### src/rtl/rtc_seg_scan.sv
// Purpose: scans six RTC BCD digits onto a time-multiplexed 7-segment display,
//          with a per-frame tear-free snapshot, guard blanking, colon dots,
//          leading-zero blanking, per-digit blink and a sticky invalid-time flag.
// Latency: an/seg/dp are registered, one clk after the slot state that selects them;
//          inputs are sampled only at the frame boundary (last cycle of slot 5).
// Backpressure: none; free-running scan, inputs are sampled and never stalled.
//
// Ports:
//   clk         system clock
//   rst         synchronous reset, active-high, overrides everything
//   hrm..secl   BCD time digits from the RTC counter (hours/min/sec, tens/units)
//   blink_en    global blink enable
//   blink_mask  per-slot blink select, bit i = slot i
//   an          one-hot digit enable, active-high (slot 0 = seconds units)
//   seg         segments {g,f,e,d,c,b,a}, active-high
//   dp          colon / decimal point, active-high
//   err         sticky flag: a captured snapshot was not a legal 24h time
module rtc_seg_scan #(
  parameter int SCAN_DIV      = 500,  // clk cycles per digit slot, 2..65535
  parameter int GUARD         = 2,    // leading cycles of a slot with anodes off, < SCAN_DIV
  parameter int BLINK_FRAMES  = 64,   // frames per blink half-period, 1..1023
  parameter bit BLANK_LEADING = 1'b1  // blank the hours-tens digit when it is 0
) (
  input  logic       clk,
  input  logic       rst,
  input  logic [3:0] hrm,
  input  logic [3:0] hrl,
  input  logic [3:0] minm,
  input  logic [3:0] minl,
  input  logic [3:0] secm,
  input  logic [3:0] secl,
  input  logic       blink_en,
  input  logic [5:0] blink_mask,
  output logic [5:0] an,
  output logic [6:0] seg,
  output logic       dp,
  output logic       err
);

  localparam logic [15:0] PCNT_LAST = 16'(SCAN_DIV - 1);
  localparam logic [15:0] GUARD_W   = 16'(GUARD);
  localparam logic [9:0]  FCNT_LAST = 10'(BLINK_FRAMES - 1);
  localparam logic [2:0]  IDX_LAST  = 3'd5;

  // Scan position and blink timebase.
  logic [15:0] pcnt;
  logic [2:0]  idx;
  logic [9:0]  fcnt;
  logic        phase;

  // Shadow copy of the time, refreshed only at frame boundaries so that a
  // frame never mixes digits from two different seconds.
  logic [3:0] sh_hrm;
  logic [3:0] sh_hrl;
  logic [3:0] sh_minm;
  logic [3:0] sh_minl;
  logic [3:0] sh_secm;
  logic [3:0] sh_secl;

  logic slot_end;
  logic frame_end;

  assign slot_end  = (pcnt == PCNT_LAST);
  assign frame_end = slot_end && (idx == IDX_LAST);

  // BCD to segment pattern; non-decimal codes show nothing.
  function automatic logic [6:0] seg_decode(input logic [3:0] d);
    logic [6:0] s;
    case (d)
      4'd0:    s = 7'h3F;
      4'd1:    s = 7'h06;
      4'd2:    s = 7'h5B;
      4'd3:    s = 7'h4F;
      4'd4:    s = 7'h66;
      4'd5:    s = 7'h6D;
      4'd6:    s = 7'h7D;
      4'd7:    s = 7'h07;
      4'd8:    s = 7'h7F;
      4'd9:    s = 7'h6F;
      default: s = 7'h00;
    endcase
    return s;
  endfunction

  // True when the six digits do not form a legal 00:00:00..23:59:59 time.
  function automatic logic time_invalid(
    input logic [3:0] h_t, input logic [3:0] h_u,
    input logic [3:0] m_t, input logic [3:0] m_u,
    input logic [3:0] s_t, input logic [3:0] s_u
  );
    logic bad;
    bad = (h_t > 4'd9) || (h_u > 4'd9) || (m_t > 4'd9) ||
          (m_u > 4'd9) || (s_t > 4'd9) || (s_u > 4'd9);
    bad = bad || (s_t > 4'd5) || (m_t > 4'd5);
    bad = bad || (h_t > 4'd2);
    bad = bad || ((h_t == 4'd2) && (h_u > 4'd3));
    return bad;
  endfunction

  // Digit shown in the current slot, slot 0 being the rightmost (seconds units).
  logic [3:0] cur_digit;

  always_comb begin
    cur_digit = 4'd0;
    case (idx)
      3'd0:    cur_digit = sh_secl;
      3'd1:    cur_digit = sh_secm;
      3'd2:    cur_digit = sh_minl;
      3'd3:    cur_digit = sh_minm;
      3'd4:    cur_digit = sh_hrl;
      3'd5:    cur_digit = sh_hrm;
      default: cur_digit = 4'd0;
    endcase
  end

  // Next-cycle display values.
  logic       in_guard;
  logic       lead_blank;
  logic       blink_off;
  logic [5:0] an_nxt;
  logic [6:0] seg_nxt;
  logic       dp_nxt;

  assign in_guard   = (pcnt < GUARD_W);
  assign lead_blank = BLANK_LEADING && (idx == IDX_LAST) && (cur_digit == 4'd0);
  assign blink_off  = blink_en && blink_mask[idx] && phase;

  always_comb begin
    an_nxt  = 6'b000000;
    seg_nxt = 7'h00;
    dp_nxt  = 1'b0;
    if (!in_guard) begin
      // Blinked-off and leading-zero digits keep their anode driven so the
      // scan duty cycle, and thus brightness of the others, stays constant.
      an_nxt = 6'b000001 << idx;
      dp_nxt = (idx == 3'd2) || (idx == 3'd4);
      if (!lead_blank && !blink_off) begin
        seg_nxt = seg_decode(cur_digit);
      end
    end
  end

  // Scan counters and blink timebase.
  always_ff @(posedge clk) begin
    if (rst) begin
      pcnt  <= 16'd0;
      idx   <= 3'd0;
      fcnt  <= 10'd0;
      phase <= 1'b0;
    end else begin
      if (slot_end) begin
        pcnt <= 16'd0;
        idx  <= (idx == IDX_LAST) ? 3'd0 : idx + 3'd1;
      end else begin
        pcnt <= pcnt + 16'd1;
      end
      if (frame_end) begin
        if (fcnt == FCNT_LAST) begin
          fcnt  <= 10'd0;
          phase <= ~phase;
        end else begin
          fcnt <= fcnt + 10'd1;
        end
      end
    end
  end

  // Snapshot and validity flag, both updated only at the frame boundary.
  always_ff @(posedge clk) begin
    if (rst) begin
      sh_hrm  <= 4'd0;
      sh_hrl  <= 4'd0;
      sh_minm <= 4'd0;
      sh_minl <= 4'd0;
      sh_secm <= 4'd0;
      sh_secl <= 4'd0;
      err     <= 1'b0;
    end else if (frame_end) begin
      sh_hrm  <= hrm;
      sh_hrl  <= hrl;
      sh_minm <= minm;
      sh_minl <= minl;
      sh_secm <= secm;
      sh_secl <= secl;
      if (time_invalid(hrm, hrl, minm, minl, secm, secl)) begin
        err <= 1'b1;
      end
    end
  end

  // Registered display outputs.
  always_ff @(posedge clk) begin
    if (rst) begin
      an  <= 6'b000000;
      seg <= 7'h00;
      dp  <= 1'b0;
    end else begin
      an  <= an_nxt;
      seg <= seg_nxt;
      dp  <= dp_nxt;
    end
  end

endmodule

### config.mk
export PLATFORM = sky130hd
export DESIGN_NAME = rtc_seg_scan
export DESIGN_NICKNAME = d
export VERILOG_FILES = /design/src/rtl/rtc_seg_scan.sv
export SDC_FILE = /design/constraint.sdc
export NUM_CORES = 1
export LEC_CHECK = 0
export CORE_MARGIN = 10
export CORE_UTILIZATION = 54
export DETAILED_ROUTE_END_ITERATION = 10
export PLACE_DENSITY = 0.89
export SKIP_CTS_REPAIR_TIMING = 1
export SLEW_MARGIN = 25
export SYNTH_ARGS = -nofsm -noshare
export SYNTH_HDL_FRONTEND = slang
export SYNTH_SLANG_ARGS = --single-unit
export TNS_END_PERCENT = 10
### constraint.sdc
create_clock -name clk -period 4.45 [get_ports clk]
set_input_delay 0.89 -clock clk [delete_from_list [all_inputs] [get_ports clk]]
set_output_delay 0.89 -clock clk [all_outputs]
set_load 0.02 [all_outputs]
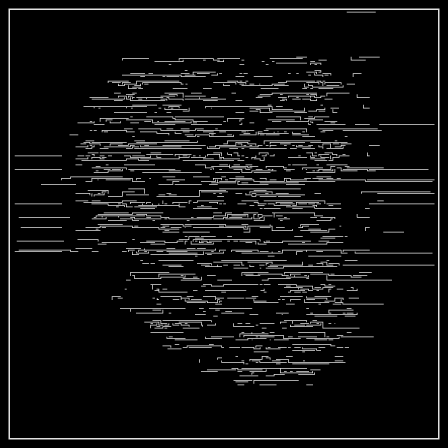
(run_1/layer_met1.png)
wire length on this layer: 3390 um
main direction: horizontal
nets with wire on the layer: 420
longest straight run: 20.7 um
share of all routed wire: 44%
Post-Route WL: 7730 um
grt met1 use: 19.2%
via count: 2858

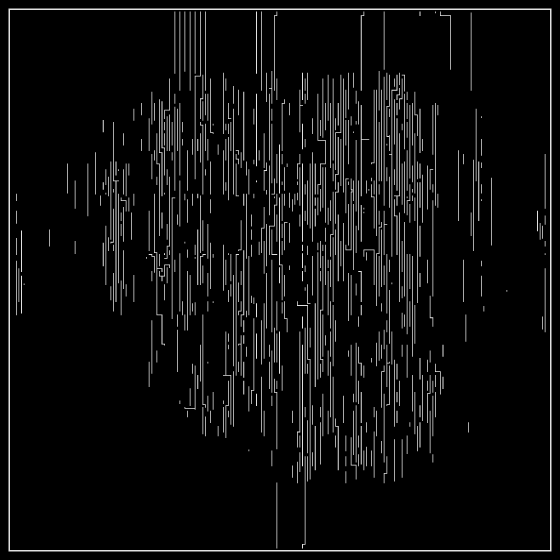
(run_1/layer_met2.png)
wire length on this layer: 3560 um
main direction: vertical
GR Util met2: 26.6%

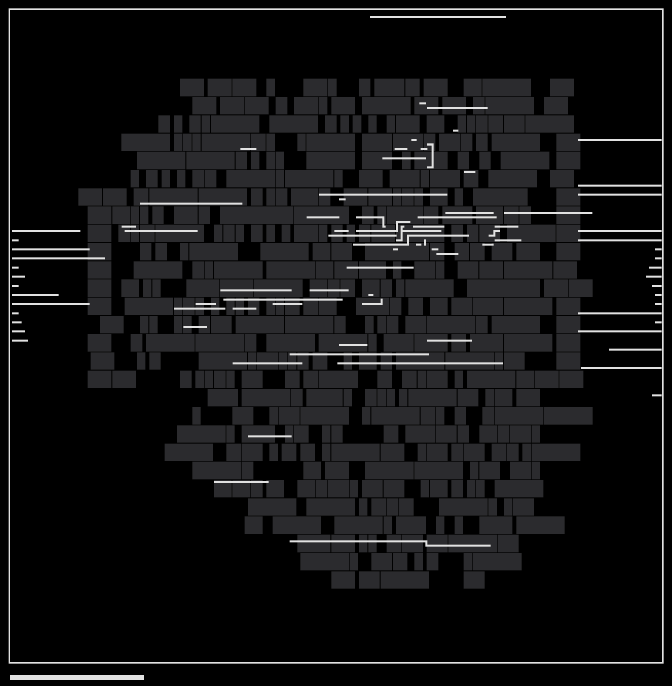
(run_1/layer_met3.png)
Bar = 20 um. Cells faint in the background.
nets with wire on the layer: 69
main direction: horizontal
longest straight run: 24.4 um
wire length on this layer: 556 um
share of all routed wire: 7.2%
met3 Use GR: 4.77%

==> flow_summary.ini, run 1 <==
; generated from flow reports
[grt]
grt_pass1_wl_um = 13100
grt_most_used_layer = met2
overflow = 0

[setup_path]
crit_path_start = idx[2]
critPathSlowestCell = dfxtp_1
end_kind = flop
slowest_delay_ns = 0.75
reg2reg_setup_slack_ns = 0.72
cp_cell_sequence = inv_1 > ha_1 > and2_1 > a221o_1 > nor2_1 > ha_1 > inv_1 > a2111oi_2 > nor3_2 > and3_1 > a31o_1

[layout]
inv_count = 7
largest_reg_flops = 16
syn2layout_area_growth_pct = 21.9
clock_buffers = 9
final_common_cell = dfxtp_1
flops = 69

[final_timing]
hold_violations = 0
setup_slack_ns = 0.718

[pwr]
comb_power_share_pct = 6.5
p_clk_uw = 584
power_leader = sequential cells

[outcome]
status = finished clean

[detailed_routing]
top_layer_used = met4
drt_pre_antenna_iters = 4
vias_per_cell = 5.80

[synth]
syn_nets = 414
ys_area_um2 = 3220
synth-edff-count = 0

[placement]
portBuffers = 47
finalWeightedCongestion = 0.932

[floorplanning]
rows = 28
taps = 75

[min_path]
hold_depth = 2
==> run_1/congestion.png <==
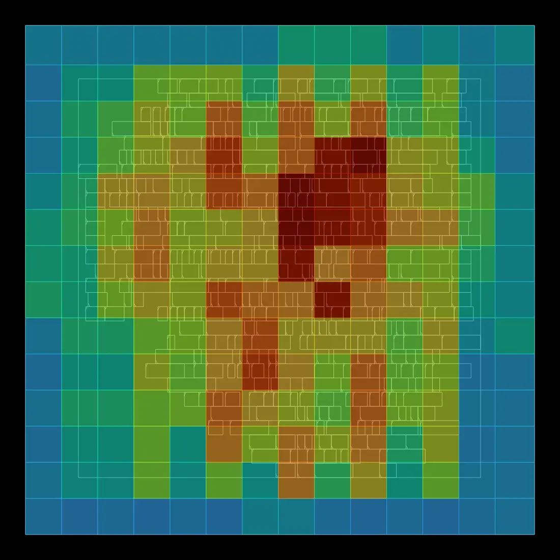

==> run 2: changes to the inputs <==
--- a/config.mk
+++ b/config.mk
@@ -6,9 +6,9 @@
 export NUM_CORES = 1
 export LEC_CHECK = 0
 export CORE_MARGIN = 10
-export CORE_UTILIZATION = 54
+export CORE_UTILIZATION = 49
 export DETAILED_ROUTE_END_ITERATION = 10
-export PLACE_DENSITY = 0.89
+export PLACE_DENSITY = 0.85
 export SKIP_CTS_REPAIR_TIMING = 1
 export SLEW_MARGIN = 25
 export SYNTH_ARGS = -nofsm -noshare
==> constraint.sdc (replaced) <==
create_clock -name clk -period 3 [get_ports clk]
set_input_delay 0.6 -clock clk [delete_from_list [all_inputs] [get_ports clk]]
set_output_delay 0.6 -clock clk [all_outputs]
set_load 0.02 [all_outputs]
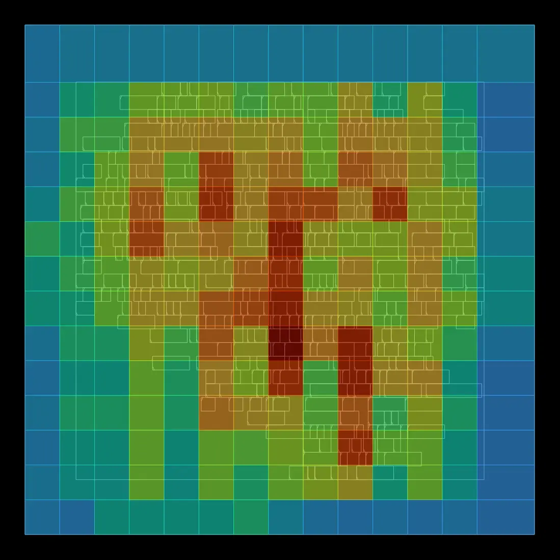
(run_2/congestion.png)
Core Util, Final: 63.0%
GR Util met2: 24.5%
wire length per cell: 15.2 um
Tot GR Track Use: 15.1%
grt met1 use: 18.3%

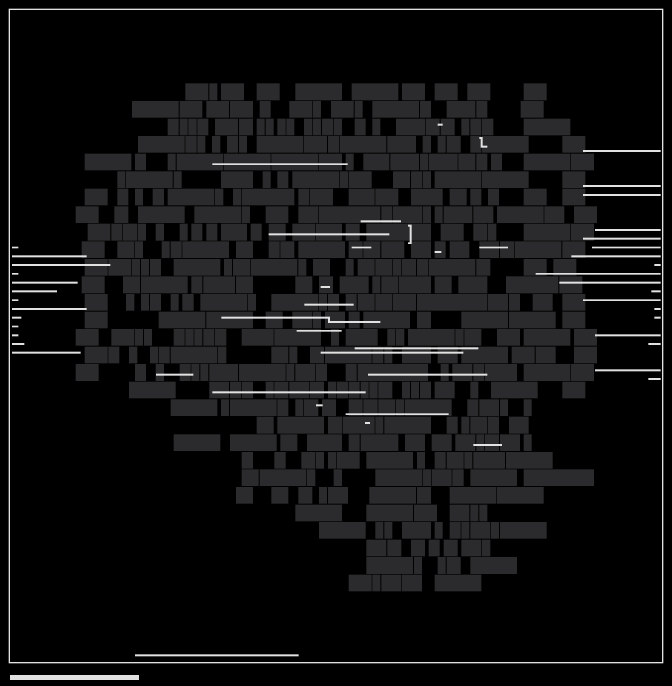
(run_2/layer_met3.png)
Bar = 20 um. Cells faint in the background.
Post-Route WL: 7640 um
met3 Use GR: 3.70%
via count: 2772

==> flow_summary.ini, run 2 <==
; generated from flow reports
[outcome]
status = finished clean

[clocking]
h-tree-depth = 3

[pwr]
comb_power_share_pct = 6.3
p_clk_uw = 894
power_leader = sequential cells

[final_timing]
setup_slack_ns = 0.277
hold_violations = 0

[detailed_routing]
vias_per_cell = 5.51
top_layer_used = met4
drt_pre_antenna_iters = 4

[grt]
grt_most_used_layer = met2
overflow = 0

[layout]
flops = 69
syn2layout_area_growth_pct = 25.0
clock_buffers = 9
inv_count = 7

[floorplanning]
rows = 29
taps = 77

[synth]
ys_area_um2 = 3220
syn_nets = 414
synth-edff-count = 0

[setup_path]
slowest_delay_ns = 0.43
crit_path_start = idx[1]
critPathSlowestCell = dfxtp_1
r2r-end = seg[6]
end_kind = flop

[placement]
finalWeightedCongestion = 0.910

[min_path]
hold_depth = 1
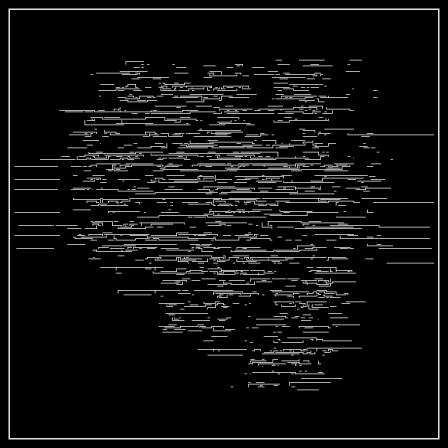
(run_2/layer_met1.png)

